**src/rtl/reset_sequencer.sv**
```systemverilog
// Board reset synchroniser and staggered multi-channel reset release sequencer.
// Outputs assert asynchronously and release in bit order after a hold time or a soft-reset request.
`timescale 1ns/1ps

module reset_sequencer #(
    parameter int SYNC_STAGES    = 3,
    parameter int HOLD_CYCLES    = 16,
    parameter int NUM_CHANNELS   = 3,
    parameter int STAGGER_CYCLES = 4,
    parameter int SOFT_CYCLES    = 8
) (
    input  logic                    i_clk,
    input  logic                    i_asyncReset,
    input  logic                    i_softReset,
    output logic [NUM_CHANNELS-1:0] o_syncReset,
    output logic                    o_resetDone
);

    localparam int STAG_SPAN = STAGGER_CYCLES * (NUM_CHANNELS - 1);
    localparam int MAX_HS    = (HOLD_CYCLES > SOFT_CYCLES) ? HOLD_CYCLES : SOFT_CYCLES;
    localparam int CNT_MAX   = (MAX_HS > STAG_SPAN) ? MAX_HS : STAG_SPAN;
    localparam int CNT_W     = $clog2(CNT_MAX + 1);

    localparam logic [CNT_W-1:0] HOLD_LAST = CNT_W'(HOLD_CYCLES - 1);
    localparam logic [CNT_W-1:0] SOFT_LAST = CNT_W'(SOFT_CYCLES - 1);
    localparam logic [CNT_W-1:0] STAG_LAST = CNT_W'(STAGGER_CYCLES - 1);

    localparam logic [NUM_CHANNELS-1:0] ALL_RST   = '1;
    localparam logic [NUM_CHANNELS-1:0] FIRST_REL = ALL_RST << 1;
    localparam logic [NUM_CHANNELS-1:0] LAST_CH   = NUM_CHANNELS'(1) << (NUM_CHANNELS - 1);
    localparam logic                    ONE_CH    = (NUM_CHANNELS == 1);
    localparam logic                    HOLD_ONE  = (HOLD_CYCLES == 1);

    typedef enum logic [2:0] {
        SYNC    = 3'd0,
        HOLD    = 3'd1,
        RELEASE = 3'd2,
        RUN     = 3'd3,
        SOFT    = 3'd4
    } state_e;

    state_e                  state_q;
    logic [SYNC_STAGES-1:0]  chain_q;
    logic [SYNC_STAGES-1:0]  chain_d;
    logic [CNT_W-1:0]        cnt_q;
    logic [NUM_CHANNELS-1:0] rst_q;
    logic                    done_q;
    logic                    start_rel;

    function automatic logic [CNT_W-1:0] sat_inc(input logic [CNT_W-1:0] c);
        if (c == {CNT_W{1'b1}}) begin
            return c;
        end
        return c + 1'b1;
    endfunction

    assign chain_d = {chain_q[SYNC_STAGES-2:0], 1'b1};

    // The edge that sees the chain output high is already the first hold edge.
    always_comb begin
        start_rel = 1'b0;
        case (state_q)
            SYNC:    start_rel = chain_q[SYNC_STAGES-1] && HOLD_ONE;
            HOLD:    start_rel = (cnt_q == HOLD_LAST);
            SOFT:    start_rel = (cnt_q == SOFT_LAST);
            default: start_rel = 1'b0;
        endcase
    end

    always_ff @(posedge i_clk or negedge i_asyncReset) begin
        if (!i_asyncReset) begin
            chain_q <= '0;
            cnt_q   <= '0;
            state_q <= SYNC;
            rst_q   <= ALL_RST;
            done_q  <= 1'b0;
        end else begin
            chain_q <= chain_d;
            if (start_rel) begin
                rst_q   <= FIRST_REL;
                cnt_q   <= '0;
                done_q  <= ONE_CH;
                state_q <= ONE_CH ? RUN : RELEASE;
            end else begin
                case (state_q)
                    SYNC: begin
                        if (chain_q[SYNC_STAGES-1]) begin
                            state_q <= HOLD;
                            cnt_q   <= CNT_W'(1);
                        end
                    end
                    HOLD, SOFT: cnt_q <= sat_inc(cnt_q);
                    RELEASE: begin
                        if (cnt_q == STAG_LAST) begin
                            rst_q <= rst_q << 1;
                            cnt_q <= '0;
                            if (rst_q == LAST_CH) begin
                                done_q  <= 1'b1;
                                state_q <= RUN;
                            end
                        end else begin
                            cnt_q <= sat_inc(cnt_q);
                        end
                    end
                    RUN: begin
                        if (i_softReset) begin
                            rst_q   <= ALL_RST;
                            done_q  <= 1'b0;
                            cnt_q   <= '0;
                            state_q <= SOFT;
                        end
                    end
                    default: begin
                        rst_q   <= ALL_RST;
                        done_q  <= 1'b0;
                        cnt_q   <= '0;
                        state_q <= SYNC;
                    end
                endcase
            end
        end
    end

    assign o_syncReset = rst_q;
    assign o_resetDone = done_q;

endmodule

```
**config.mk**
```make
export PLATFORM = sky130hd
export DESIGN_NAME = reset_sequencer
export DESIGN_NICKNAME = d
export VERILOG_FILES = /design/src/rtl/reset_sequencer.sv
export SDC_FILE = /design/constraint.sdc
export NUM_CORES = 1
export LEC_CHECK = 0
export CORE_ASPECT_RATIO = 0.75
export CORE_MARGIN = 2
export CORE_UTILIZATION = 40
export DETAILED_ROUTE_END_ITERATION = 16
export PLACE_DENSITY = 0.59
export SYNTH_ARGS = -nofsm -noshare
export SYNTH_HDL_FRONTEND = slang
export SYNTH_SLANG_ARGS = --single-unit
export TNS_END_PERCENT = 50
```
**constraint.sdc**
```tcl
create_clock -name i_clk -period 1.8 [get_ports i_clk]
set_input_delay 0.36 -clock i_clk [delete_from_list [all_inputs] [get_ports i_clk]]
set_output_delay 0.36 -clock i_clk [all_outputs]
set_load 0.01 [all_outputs]
```
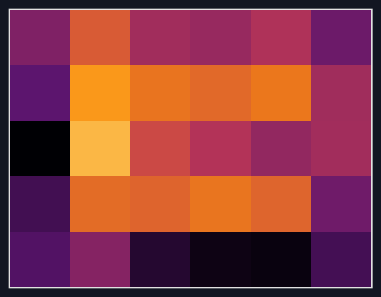
**Above:** run 1 (local utilization).
(6 px per micron) The die is cut into 6 by 5 equal tiles; black is low, pale yellow is high, 0 to 100% covered.
tiles over 75% full: 6.7%
fullest tile: 84%
emptiest ninth of the die: lower right
nearly empty tiles: 3.3%
mean over tiles: 42%
densest ninth of the die: center

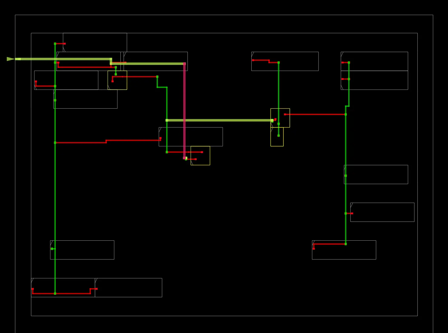
**Above:** run 1 (clock nets).
clock buf count: 3
flip-flops: 15

==> changes_impl.md, run 1 <==
### Physical design

- Status: finished, final reports clean
- Part of the power in registers: between 20% and 30%
- ClkCell Share: between 2 and 2.5%
- Final nets: between 100 and 150
- CTS tree: built
- Max rail drop VDD: around 0.00081 V
- XORs/XNORs by Area: 0%
- Post-synthesis cell area: around 950 sq um
- Post-Synthesis Cells: 91
- Root Driver: clkbuf_4
- Critical Path Source: o_syncReset[2]
- Main logic family: simple AND/OR/NAND/NOR gates
- Share of layout cells above drive strength 1: roughly 32%
- Cell-internal power: around 0.0013 W
- Clock sink count: 15
- Clock Skews: approximately 0.007 ns
- Slowest CP cell: dfstp_2
- Wire length on met3: around 84 microns
- Flip-flops with a built-in enable: 0
- PD cells: about 1800 mW/mm^2
- Worst-path maximum fanout: 3
- M2 GR Usage: between 20% and 30%
- Place WS: -0.0569 ns
- Mux area share: under 10%
- DIE AREA: 0.00278 sq mm
- Adder Area Share: 1.32%
- CP Cell Sequence: or3b_1, a211oi_4, nand3_4, mux2_4
- Asr flop ratio synth: 100%
- CP startpoint kind: flop
- Comb power: approximately 0.0014 W
- Inverter count: 1
- Combinational share of cell area: 44.7%
- Reg2reg end: state_q[0]
- Mean area per synthesized cell: 10.4 sq um
- WL final: between 2 and 2.5 mm
- Combinational power share: roughly 65%
- Final min period: 1.75 ns
- Residual DRC count: 0
- Syn. warnings: 0
- FP Rows: 15
- Chip Area, Yosys: around 950 sq um
- Combinational Gates: around 70
- Worst hold path endpoint: chain_q[1]
- Most frequent logic cells in the routed design: 21 x buf_4, 11 x dfrtp_1, 6 x nor2_1, 6 x a31oi_1
- Fmax: 571 MHz
- Dominant logic cell type in the layout: buf_4
- GRT overflow: 0
- 1st-pass router iterations: 4
- Antenna violations before repair: 0
- Sw power: around 0.0009 W
- Critical path buffer and inverter count: 0
- GR Util met1: 23.8%
- Crit path required time: ~2.0 ns
- AO/OA Area Share: roughly a quarter
- Syn Nets: roughly 95
- First-pass GRT wire length: about 3.2 mm
- Clk pwr share: 8.9%
- N_diodes: 0
- Main synth FF type: dfrtp_1
- Delay-heaviest family, CP: flip-flops
- Setup ws final: a little under 0.05 ns
- Busiest grt layer: met1
- Biggest Area Class: multi-input combinational cells
- Via density: 5.36
- Data buffer area share: between 10% and 20%
- I/O pin total: 7
- Synth-to-Final Area Change: 28.9%
- Design Area, Final: between 0.001 and 0.0015 sq mm
- Reg with most FFs: cnt_q
- CTS buffer count: 3
- # Taps: 34
- Simple share: 28.8%
- Placed Instances: 145
- DP Wirelength: between 1.5 and 2 mm
- Die height: between 40 and 50 microns
- Buffers outside the clock class: 27
- Synthesized flop and latch total: 15
- Die width: ~60 microns
- Largest net degree at the start of global routing: 16
- Largest register FFs: 5
- Worst r2r path cells: 4
- Clk Latency, worst-skew pair: 0.29 ns
- Fill cells: around 210
- # resized after CTS: 1
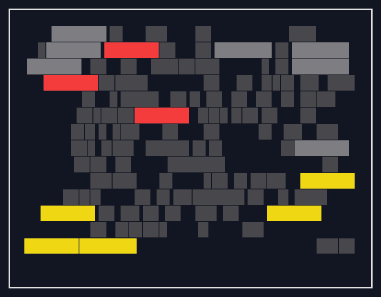
**Above:** run 1 (sequential cells grouped by signal name).
(6 px per micron)
| color | name in the netlist | sequential cells |
|---|---|---|
| red | state_q | 3 |
| yellow | cnt_q | 5 |
flop share of the area: 31.1%
Reg area: 380 sq um

==> run 2: changes to the inputs <==
- CORE_MARGIN: 2 -> not set
- GPL_TIMING_DRIVEN: not set -> 0
- HOLD_SLACK_MARGIN: not set -> 0.1
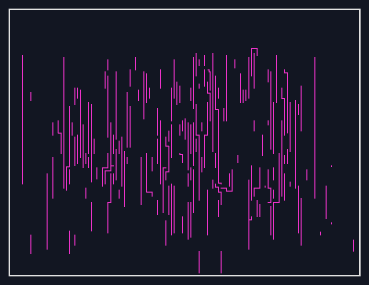
**Above:** run 2 (M2 wires).
(6 px per micron)
share of all routed wire: 42%
main direction: vertical

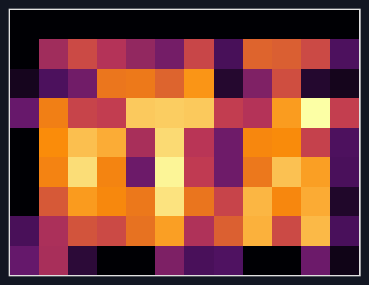
**Above:** run 2 (local utilization).
(6 px per micron) The die is cut into 12 by 9 equal tiles; black is low, pale yellow is high, 0 to 100% covered.
emptiest ninth of the die: upper left
nearly empty tiles: 19%
mean over tiles: 44%
fullest tile: 100%
tiles over 75% full: 19%
Core ar.: 0.00212 sq mm
initial core utilization: 44.7%
Final Core Density: 55.1%

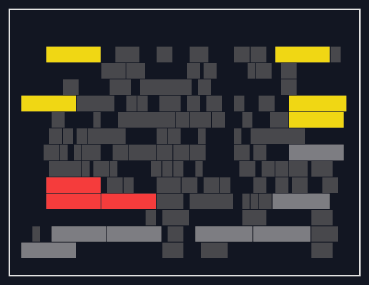
**Above:** run 2 (sequential cells grouped by signal name).
(6 px per micron)
| color | name in the netlist | sequential cells |
|---|---|---|
| red | state_q | 3 |
| yellow | cnt_q | 5 |

==> run 2 against run 1 <==
  * Sequential power is essentially flat
  * Non-clock buffer count shrank 10
  * Final cell count shrank 7.9%
  * Sequential cell count is the same
  * Utilization grew 1.4 points
  * Synthesized cell count is the same
  * Sequential share of layout area grew 1.4 points
  * Critical path depth is the same
  * Largest cell class unchanged
  * Highest routed layer unchanged
==> changes_impl.md, run 2 <==
### Physical design

- Die height: roughly 44 microns
- Setup ws final: around 0.019 ns
- Placed Instances: roughly 130
- Critical Path Source: o_syncReset[2]
- LEAKAGE: just under 0.5 nW
- Antenna violations before repair: 0
- Clk Latency, worst-skew pair: 0.28 ns
- N_diodes: 0
- Status: finished, final reports clean
- CP Cell Sequence: or3b_4, a211oi_4, nand3_4, mux2_4
- HP Start: chain_q[1]
- Routability cong.: 0.765
- Final min period: around 1.8 ns
- Root Driver: clkbuf_4
- Reg with most FFs: cnt_q
- Reg2reg end: state_q[0]
- Busiest grt layer: met2
- Post-Synthesis Cells: between 90 and 100
- Syn. warnings: 0
- Clk. pwr: 0.000190 W
- Adder Area Share: 1.32%
- Crit path required time: around 2 ns
- Dominant logic cell type in the layout: dfrtp_1
- Cell-internal power: 0.00124 W
- Residual DRC count: 0
- Clk pwr share: around 8.7%
- # resized after CTS: 5
- Asr flop ratio synth: 100%
- Largest cells by area: dfrtp_1 32%, dfstp_2 8.3%, a31oi_1 4.0%, nor3b_1 3.2%, a2bb2oi_4 2.8%
- Syn Nets: 95
- First-pass GRT wire length: ~3.4 mm
- Footprint of the multi-input gates: 577 sq um
- Fill cells: roughly 200
- Synth-to-Final Area Change: 23.4%
- Total number of vias: about 770
- Sw Share: a little over two fifths
- Flip-flops with a built-in enable: 0
- Wire length on met3: about 70 microns
- Reg2Reg Launch Point: o_syncReset[2]
- GR Util met1: 25.9%
- Design Area, Final: 0.00117 sq mm
- Yosys cell count: 91
- M2 GR Usage: between 20% and 30%
- Biggest Area Class: multi-input combinational cells
- Mux area share: approximately 1.6%
- 1st-pass router iterations: 5
- ClkCell Share: 2.25%
- Mean area per synthesized cell: between 10 and 15 sq um
- Max rail drop VDD: a little over 0.001 V
- DIE AREA: 0.00257 sq mm
- Setup crit end: state_q[0]
- Clock Skews: 0.00261 ns
- Clock buf count: 4
- Share of layout cells above drive strength 1: approximately 28%
- XORs/XNORs by Area: 0%
- Largest net degree at the start of global routing: 16
- # Taps: 32
- Simple share: 28.8%
- Place WS: -0.174 ns
- CP Data Arrival Time: 1.95 ns
- Main synth FF type: dfrtp_1
- Count leader, synth: dfrtp_1
- CTS HTree Levels: 1
- Post-synthesis cell area: roughly 950 sq um
- Buffers outside the clock class: 17
- Main logic family: simple AND/OR/NAND/NOR gates
- CP startpoint kind: flop
- Area post-placement: around 0.0010 sq mm
- Via density: roughly 5.5
- Final nets: around 110
- Worst hold path endpoint: chain_q[2]
- Slowest CP cell: dfstp_2
- Inverter count: 1
- AO/OA Area Share: 24.2%
- Combinational share of cell area: about half
- Combinational Gates: 70
- Final Setup Violations: 0
- Worst reg2reg setup slack: 0.02 ns
- Critical path buffer and inverter count: 0
- GRT overflow: 0
- Comb power: 0.00140 W
- Synthesized flop and latch total: 15
- Port Buffers: 6
- Reg area: 380 sq um
- Clock sink count: 15
- Fmax: ~560 MHz
- Combinational power share: roughly 64%
- Max_cap viols: 0
- PD cells: 1860 mW/mm^2
- CP peak stage delay: ~0.55 ns
- Crit. End Element: flop
- CTS tree: built
- WL final: 2.02 mm
- Data buffer area share: between 10% and 20%
- Most frequent logic cells in the routed design: 11 x dfrtp_1, 6 x nor2_1, 6 x a31oi_1, 6 x buf_4
- CTS buffer count: 3
- Largest register FFs: 5
- DP Wirelength: 1.37 mm
- Worst r2r path cells: 4
- Delay-heaviest family, CP: flip-flops
- Worst-path maximum fanout: 3
- FP Rows: 14
- I/O pin total: 7
- Flip-flops: 15
- Die width: ~58 microns
- Sw power: 0.000940 W
- Crit. path cell count: 4
- Flop share of the area: approximately a third
- Chip Area, Yosys: approximately 950 sq um
- Part of the power in registers: a little over a quarter
==> run 3: changes to the inputs <==
- CORE_MARGIN: not set -> 2
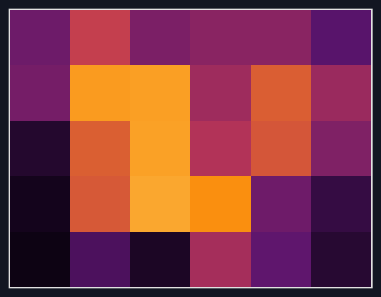
**Above:** run 3 (local utilization).
(6 px per micron) The die is cut into 6 by 5 equal tiles; black is low, pale yellow is high, 0 to 100% covered.
densest ninth of the die: center
fullest tile: 81%
mean over tiles: 41%
tiles over 75% full: 17%
Final Core Density: 51.6%
initial core utilization: 41.7%
Core ar.: 0.00227 sq mm

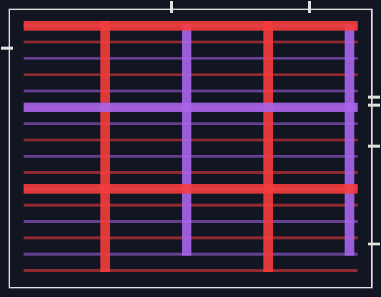
**Above:** run 3 (PDN straps and rails).
(6 px per micron) Pins as bars on the die edge.
| color | net |
|---|---|
| purple | VDD |
| red | VSS |
signal pins: 7
met1 rails: 16
die height: 46.1 microns
die width: 60.2 microns
Max rail drop VDD: 0.000768 V

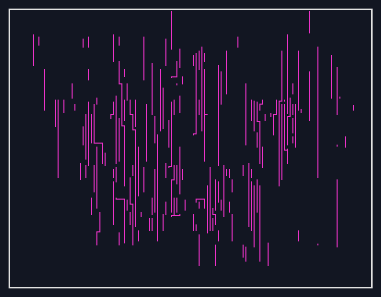
**Above:** run 3 (M2 wires).
(6 px per micron)
main direction: vertical
longest straight run: 21.8 microns
wire length on this layer: 813 microns
nets with wire on the layer: 90
M2 GR Usage: 20.2%
WL final: 1.98 mm
total number of vias: 774

==> run 3 against run 2 <==
  * Non-clock buffer count grew 1
  * Critical path depth did not move
  * Critical endpoint unchanged
  * Largest cell class unchanged
  * Utilization is 3.6 points lower
  * Hold slack gained 0.0019 ns
  * Fmax is 0.57% higher
==> changes_impl.md, run 3 <==
### Physical design

- Top power group: combinational logic
- Routability cong.: ~0.75
- Reg2reg end: state_q[0]
- Crit path required time: 1.98 ns
- Critical Path Source: o_syncReset[2]
- Final hold vios: 0
- Cell-internal power: roughly 0.0012 W
- Combinational power share: between 60% and 70%
- Share of layout cells above drive strength 1: roughly 27%
- Syn. warnings: 0
- Place WS: -0.170 ns
- Flop share of the area: 32.5%
- Design Area, Final: roughly 0.0012 sq mm
- Delay-heaviest family, CP: flip-flops
- RSZ-0062 raised after global routing: yes
- LEAKAGE: roughly 0.49 nW
- Worst reg2reg setup slack: 0.03 ns
- Busiest grt layer: met1
- CTS tree: built
- Synthesized flop and latch total: 15
- Largest cells by area: dfrtp_1 32%, dfstp_2 8.3%, a31oi_1 4.0%, nor3b_1 3.2%, a2bb2oi_4 2.8%
- Synth Seq Share: between 40% and 50%
- Footprint of the multi-input gates: about 570 sq um
- Largest register FFs: 5
- Count leader, synth: dfrtp_1
- Top cells by count: 12 x dfrtp_1, 6 x a31oi_1, 6 x nor2_1
- Reg area: between 300 and 400 sq um
- Max_cap viols: 0
- Port Buffers: 6
- ClkCell Share: ~2.2%
- PD cells: about 1800 mW/mm^2
- Yosys cell count: just over 90
- Inverter count: 1
- Flip-flops with a built-in enable: 0
- XORs/XNORs by Area: 0%
- DP Wirelength: about 1.3 mm
- I/O pin total: 7
- Clk slew on worst S/H paths: approximately 0.090 ns
- # resized after CTS: 4
- CP Cell Sequence: or3b_4, a211oi_4, nand3_4, mux2_4
- Largest net degree at the start of global routing: 16
- Clock Skews: between 0.002 and 0.0025 ns
- Seq. pwr: ~0.00058 W
- Period utilisation layout: roughly 98%
- Met3 Use GR: under 10%
- Synth-to-Final Area Change: 23.6%
- Mean area per synthesized cell: roughly 10 sq um
- Worst r2r path cells: 4
- Placed Instances: about 130
- HP Start: chain_q[1]
- Part of the power in registers: a little over a quarter
- Residual DRC count: 0
- Final min period: ~1.8 ns
- Adder Area Share: 1.32%
- Sw Share: a little over two fifths
- Simple share: between 20 and 30%
- Worst hold path endpoint: chain_q[2]
- CP peak stage delay: about 0.55 ns
- Data buffer area share: 12.7%
- Flip-flops: 15
- DIE AREA: 0.00278 sq mm
- Clk. pwr: ~0.0002 W
- Crit. End Element: flop
- Antenna violations before repair: 0
- # Taps: 34
- Final Non-Filler Cells: about 140
- Area post-placement: ~0.0010 sq mm
- CTS HTree Levels: 1
- Combinational share of cell area: slightly below 50%
- Most frequent logic cells in the routed design: 11 x dfrtp_1, 7 x buf_4, 6 x nor2_1, 6 x a31oi_1
- Status: finished, final reports clean
- Critical Setup Path Class: flop to flop
- Final nets: 113
- CTS buffer count: 3
- CP startpoint kind: flop
- Via density: approximately 5.5
- Chip Area, Yosys: 947 sq um
- Post-detailed-route wirelength per cell: 13.9 microns
- Fmax: roughly 560 MHz
- Slowest CP cell: dfstp_2
- Clock buf count: 4
- Critical path buffer and inverter count: 0
- Syn Nets: 95
- AO/OA Area Share: between 20% and 30%
- N_diodes: 0
- Post-synthesis cell area: approximately 950 sq um
- GRT overflow: 0
- First-pass GRT wire length: approximately 3.3 mm
- Comb power: roughly 0.0014 W
- Combinational Gates: ~70
- GR Util met1: about a quarter
- Clk Latency, worst-skew pair: between 0.2 and 0.3 ns
- Wire length on met3: just under 70 microns
- Reg with most FFs: cnt_q
- FP Rows: 15
- Clk pwr share: under 10%
- Reg2Reg Launch Point: o_syncReset[2]
- Mux area share: under 10%
- Setup ws final: 0.0290 ns
- Final Setup Violations: 0
- 1st-pass router iterations: 4
- CP Data Arrival Time: between 1.5 and 2 ns
- Post-Synthesis Cells: slightly above 90
- Final ANT Viol Nets: 0
- Root Driver: clkbuf_4
- Crit. path cell count: 4
- Main synth FF type: dfrtp_1
- Worst-path maximum fanout: 3
- DR iter-0 viols: 21
- Sw power: 0.000928 W
- Main logic family: simple AND/OR/NAND/NOR gates
- Biggest Area Class: multi-input combinational cells
- Asr flop ratio synth: 100%
- Clock sink count: 15
- Dominant logic cell type in the layout: dfrtp_1
- Setup crit end: state_q[0]
- Fill cells: about 220
- Buffers outside the clock class: 18
Power figures rest on the tool's default switching activity, not on a simulated workload.
